File: src/rtl/mem_arbiter.sv
// mem_arbiter: shares the single-port, 4-cycle-latency main memory between the
// I-cache and D-cache miss handlers. Fills are 8 halfword reads of one 16-byte
// block; the D side may also issue one-word writes. Grant is locked to the
// owner until its transaction completes.
//
// Optional feature macro: MEM_ARB_ROUND_ROBIN_EN
//   defined   -> 1-bit round-robin pointer breaks I/D ties (reset favours D)
//   undefined -> fixed priority, D always beats I
//
// Handshake: a requester raises *_req and holds it until *_done. The request is
// only sampled while the arbiter is IDLE. The *_grant output is high for every
// cycle that the requester owns memory. *_done pulses for one cycle, on the last
// cycle of the transaction. Dropping *_req after the grant does not abort the
// transaction. Read data is signalled by *_data_valid, which is mem_data_valid
// forwarded to the owner only.
module mem_arbiter (
   input  logic        clk,
   input  logic        rst,
   input  logic        i_req,
   input  logic [15:0] i_addr,
   input  logic        d_req,
   input  logic        d_wr,
   input  logic [15:0] d_addr,
   input  logic [15:0] d_wdata,
   output logic        i_grant,
   output logic        d_grant,
   output logic        i_data_valid,
   output logic        d_data_valid,
   output logic        i_done,
   output logic        d_done,
   output logic [15:0] mem_addr,
   output logic        mem_enable,
   output logic        mem_wr,
   output logic [15:0] mem_wdata,
   input  logic        mem_data_valid,
   output logic [1:0]  dbg_state
);

   typedef enum logic [1:0] {
      IDLE    = 2'd0,
      I_FILL  = 2'd1,
      D_FILL  = 2'd2,
      D_WRITE = 2'd3
   } state_t;

   state_t      state;
   state_t      next_state;
   logic [2:0]  ic;          // issue counter: word index of the next read
   logic [2:0]  rc;          // return counter: valids received so far
   logic        issue_busy;  // reads still to be issued in the current fill
   logic [11:0] blk;         // block number latched at grant
   logic [15:0] wr_addr;
   logic [15:0] wr_data;
   logic        pick_d;      // D wins arbitration this cycle
   logic        is_fill;
   logic        last_valid;  // 8th read return of the current fill
   logic        start;       // leaving IDLE this cycle

   // Byte offset within the block is irrelevant for fills.
   logic        unused_addr_bits;
   assign unused_addr_bits = ^i_addr[3:0];

`ifdef MEM_ARB_ROUND_ROBIN_EN
   logic        rr_d;        // 1: D wins the next tie, 0: I wins
`endif

   assign is_fill    = (state == I_FILL) || (state == D_FILL);
   assign last_valid = is_fill && mem_data_valid && (rc == 3'd7);
   assign start      = (state == IDLE) && (next_state != IDLE);
   assign dbg_state  = state;

   // Next-state logic: arbitration only in IDLE, transactions run to completion.
   always_comb begin
      next_state = state;
      pick_d     = 1'b0;
      case (state)
         IDLE: begin
`ifdef MEM_ARB_ROUND_ROBIN_EN
            pick_d = d_req && (!i_req || rr_d);
`else
            pick_d = d_req;
`endif
            if (pick_d) begin
               next_state = d_wr ? D_WRITE : D_FILL;
            end else if (i_req) begin
               next_state = I_FILL;
            end
         end
         I_FILL, D_FILL: begin
            if (last_valid) begin
               next_state = IDLE;
            end
         end
         D_WRITE: next_state = IDLE;
         default: next_state = IDLE;
      endcase
   end

   // State register.
   always_ff @(posedge clk) begin
      if (rst) begin
         state <= IDLE;
      end else begin
         state <= next_state;
      end
   end

   // Latch the transaction at grant, then step the issue and return counters.
   always_ff @(posedge clk) begin
      if (rst) begin
         ic         <= 3'd0;
         rc         <= 3'd0;
         issue_busy <= 1'b0;
         blk        <= 12'd0;
         wr_addr    <= 16'd0;
         wr_data    <= 16'd0;
      end else if (start) begin
         ic         <= 3'd0;
         rc         <= 3'd0;
         issue_busy <= (next_state != D_WRITE);
         blk        <= pick_d ? d_addr[15:4] : i_addr[15:4];
         wr_addr    <= d_addr;
         wr_data    <= d_wdata;
      end else if (is_fill) begin
         if (issue_busy) begin
            ic <= ic + 3'd1;
            if (ic == 3'd7) begin
               issue_busy <= 1'b0;
            end
         end
         if (mem_data_valid) begin
            rc <= rc + 3'd1;
         end
      end
   end

`ifdef MEM_ARB_ROUND_ROBIN_EN
   // After each completed transaction, favour the requester that was not served.
   always_ff @(posedge clk) begin
      if (rst) begin
         rr_d <= 1'b1;
      end else if (last_valid || (state == D_WRITE)) begin
         rr_d <= (state == I_FILL);
      end
   end
`endif

   // Outputs decoded from the registered state; valids are routed to the owner.
   always_comb begin
      i_grant      = 1'b0;
      d_grant      = 1'b0;
      i_data_valid = 1'b0;
      d_data_valid = 1'b0;
      i_done       = 1'b0;
      d_done       = 1'b0;
      mem_addr     = 16'd0;
      mem_enable   = 1'b0;
      mem_wr       = 1'b0;
      mem_wdata    = 16'd0;
      case (state)
         I_FILL: begin
            i_grant      = 1'b1;
            i_data_valid = mem_data_valid;
            i_done       = last_valid;
            if (issue_busy) begin
               mem_enable = 1'b1;
               mem_addr   = {blk, ic, 1'b0};
            end
         end
         D_FILL: begin
            d_grant      = 1'b1;
            d_data_valid = mem_data_valid;
            d_done       = last_valid;
            if (issue_busy) begin
               mem_enable = 1'b1;
               mem_addr   = {blk, ic, 1'b0};
            end
         end
         D_WRITE: begin
            d_grant    = 1'b1;
            d_done     = 1'b1;
            mem_enable = 1'b1;
            mem_wr     = 1'b1;
            mem_addr   = wr_addr;
            mem_wdata  = wr_data;
         end
         default: ;
      endcase
   end

endmodule

File: config.mk
export PLATFORM = sky130hd
export DESIGN_NAME = mem_arbiter
export DESIGN_NICKNAME = d
export VERILOG_FILES = /design/src/rtl/mem_arbiter.sv
export SDC_FILE = /design/constraint.sdc
export NUM_CORES = 1
export LEC_CHECK = 0
export ABC_AREA = 0
export CAP_MARGIN = 10
export CORE_ASPECT_RATIO = 1.4
export CORE_MARGIN = 10
export CORE_UTILIZATION = 38
export DETAILED_ROUTE_END_ITERATION = 16
export PLACE_DENSITY = 0.72
export SYNTH_ARGS = -nofsm -noshare
export SYNTH_HDL_FRONTEND = slang
export SYNTH_SLANG_ARGS = --single-unit
File: constraint.sdc
create_clock -name clk -period 1.95 [get_ports clk]
set_input_delay 0.4875 -clock clk [delete_from_list [all_inputs] [get_ports clk]]
set_output_delay 0.4875 -clock clk [all_outputs]
set_load 0.1 [all_outputs]
==> flow_summary_export.csv <==
group,metric,value,unit
final_timing,setup_violations,37,
global_route,grt_max_degree,23,
detailed_routing,remaining_drc_errors,0,
detailed_routing,drt-pass1-iter-count,4,
logic_synthesis,fa_ha_area_share,3.80,%
detailed_routing,post_drt_via_cell_ratio,4.96,
pwr,power_switching,1.08,mW
logic_synthesis,yosys.stat.seqShare,40.2,%
placed_design,pre_cts_slack,-166,ps
cts,tritoncts.num_buffers,5,
run_status,run_status,"finished, violations left",
logic_synthesis,topCellsByArea,"dfxtp_1 (40%), nand2_1 (9.8%), o2bb2ai_2 (5.7%)",
global_route,grt_pass1_vias,2642,
critical_path,cp_slowest_cell,"dfxtp_4",
final_timing,final-hold-violation-count,0,
detailed_routing,detailroute.via_count,2467,
global_route,grt_remaining_overflow,0,
floorplan,tap_cells,92,
detailed_routing,met1_length,3380,um
hold_path,timing.hold.worst.class,"flip-flop to flip-flop",
run_status,violations,"negative setup slack",
detailed_routing,route.final.wire_length,8120,um
final_timing,max_slew_margin,73.3,%
detailed_routing,drt-initial-drc-count,100,
cts,clockRootBuffer,"clkbuf_8",
global_route,grt_first_pass_wirelength,13500,um
cts,tritoncts_clock_tree,"built",
cts,clkTransAtPathRegs,100,ps
critical_path,critical_path.max_fanout,9,
detailed_routing,detailroute.wirelength.met2,4320,um
finish,seq_area_share,22.8,%
global_route,global_route.usage.met3,2.72,%
final_timing,fin_hold_ws,454,ps
final_timing,fin_skew,7.80,ps
logic_synthesis,syn-mean-instance-area,8.91,um^2
placed_design,place_inst,484,
detailed_routing,route.antenna.remaining_nets,0,
cts,cts_setup_buffers,4,
pwr,netSwitchingFraction,35.2,%
finish,top_regs,"wr_addr (16), wr_data (16), blk (12)",
final_timing,setup_slack,-251,ps
global_route,groute.layer.met1.usage,17.1,%
logic_synthesis,syn-instance-count,296,
finish,logic_gates,219,
pwr,cellLeakagePower,1.78,nW
logic_synthesis,floorplan_net_count,358,
cts,cts_resized,12,
placed_design,globalplace.congestion,0.740,
final_timing,maxSlewViolCount,0,
critical_path,cp_cell_sequence,"inv_4 -> ha_4 -> and2_4 -> buf_12 -> a22oi_2 -> nor2_4 -> buf_12",
logic_synthesis,ys_cells,296,
cts,clock_latency,310,ps
global_route,global_route.usage.total,15.1,%
finish,seq_cells,53,
finish,fillCellCount,512,
final_timing,maxClockFrequency,0.454,GHz
floorplan,fp_util,39.6,%
global_route,most_used_routing_layer,"met2",
critical_path,worst-r2r-cell-count,7,
logic_synthesis,synth.cellmix.compoundShare,22.5,%
floorplan,floorplan.die_area,10700,um^2
logic_synthesis,synthArstFlopShare,0,%
## cells in the final DEF, fill, tap and decap left out, drive strengths merged
master / netlist / final
dfxtp: 53 / 53
inv: 2 / 2
mux2i: 14 / 14
nand2: 69 / 69
clkinv: 0 / 2
o311ai: 1 / 1
xnor2: 1 / 1
o2bb2ai: 12 / 12
clkbuf: 8 / 6
nor4: 1 / 1
and2: 20 / 20
clkdlybuf4s50: 0 / 48
o41a: 1 / 1
o41ai: 1 / 1
or2: 1 / 1
nor2b: 1 / 1
nand2b: 2 / 2
nor2: 22 / 22
a21oi: 37 / 37
o21ai: 1 / 1
a31o: 1 / 1
nand3b: 2 / 2
ha: 8 / 8
a22oi: 15 / 15
xor2: 1 / 1
nor3: 1 / 1
buf: 14 / 75
nand3: 3 / 3
a21boi: 1 / 1
and3: 2 / 2
or2b: 1 / 1
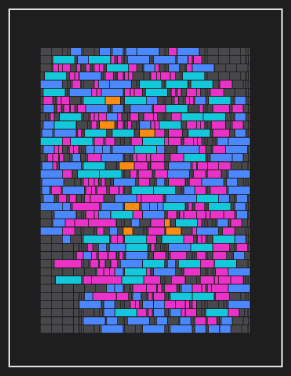
Fig. 1. Placed cells, one colour a class.
(3 px per um) Fill, decap, tap and diode cells in grey.
| colour | class | cells | share of their area |
|---|---|---|---|
| blue | remaining buffers and delay cells | 123 | 37% |
| orange | clock drivers and dummy loads | 8 | 2.1% |
| cyan | sequential cells | 53 | 23% |
| magenta | remaining logic cells | 221 | 38% |
core area: 6660 um^2
# rows: 35
final instance area: 4690 um^2

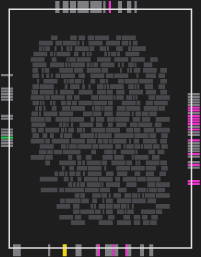
Fig. 2. I/O pins on the die edge.
(2 px per um) Pins as bars across the die edge, other pins in grey.
| colour | port | pins | direction | edge |
|---|---|---|---|---|
| green | d_grant | 1 | output | left |
| yellow | dbg_state | 2 | output | bottom |
| magenta | mem_addr | 16 | output | 12 right, 3 bottom, 1 top |
total of buffers placed on input and output ports: 91
x dimension of the die: 90.4 um
die height: 119 um

Power is estimated from default activity; no workload was simulated.
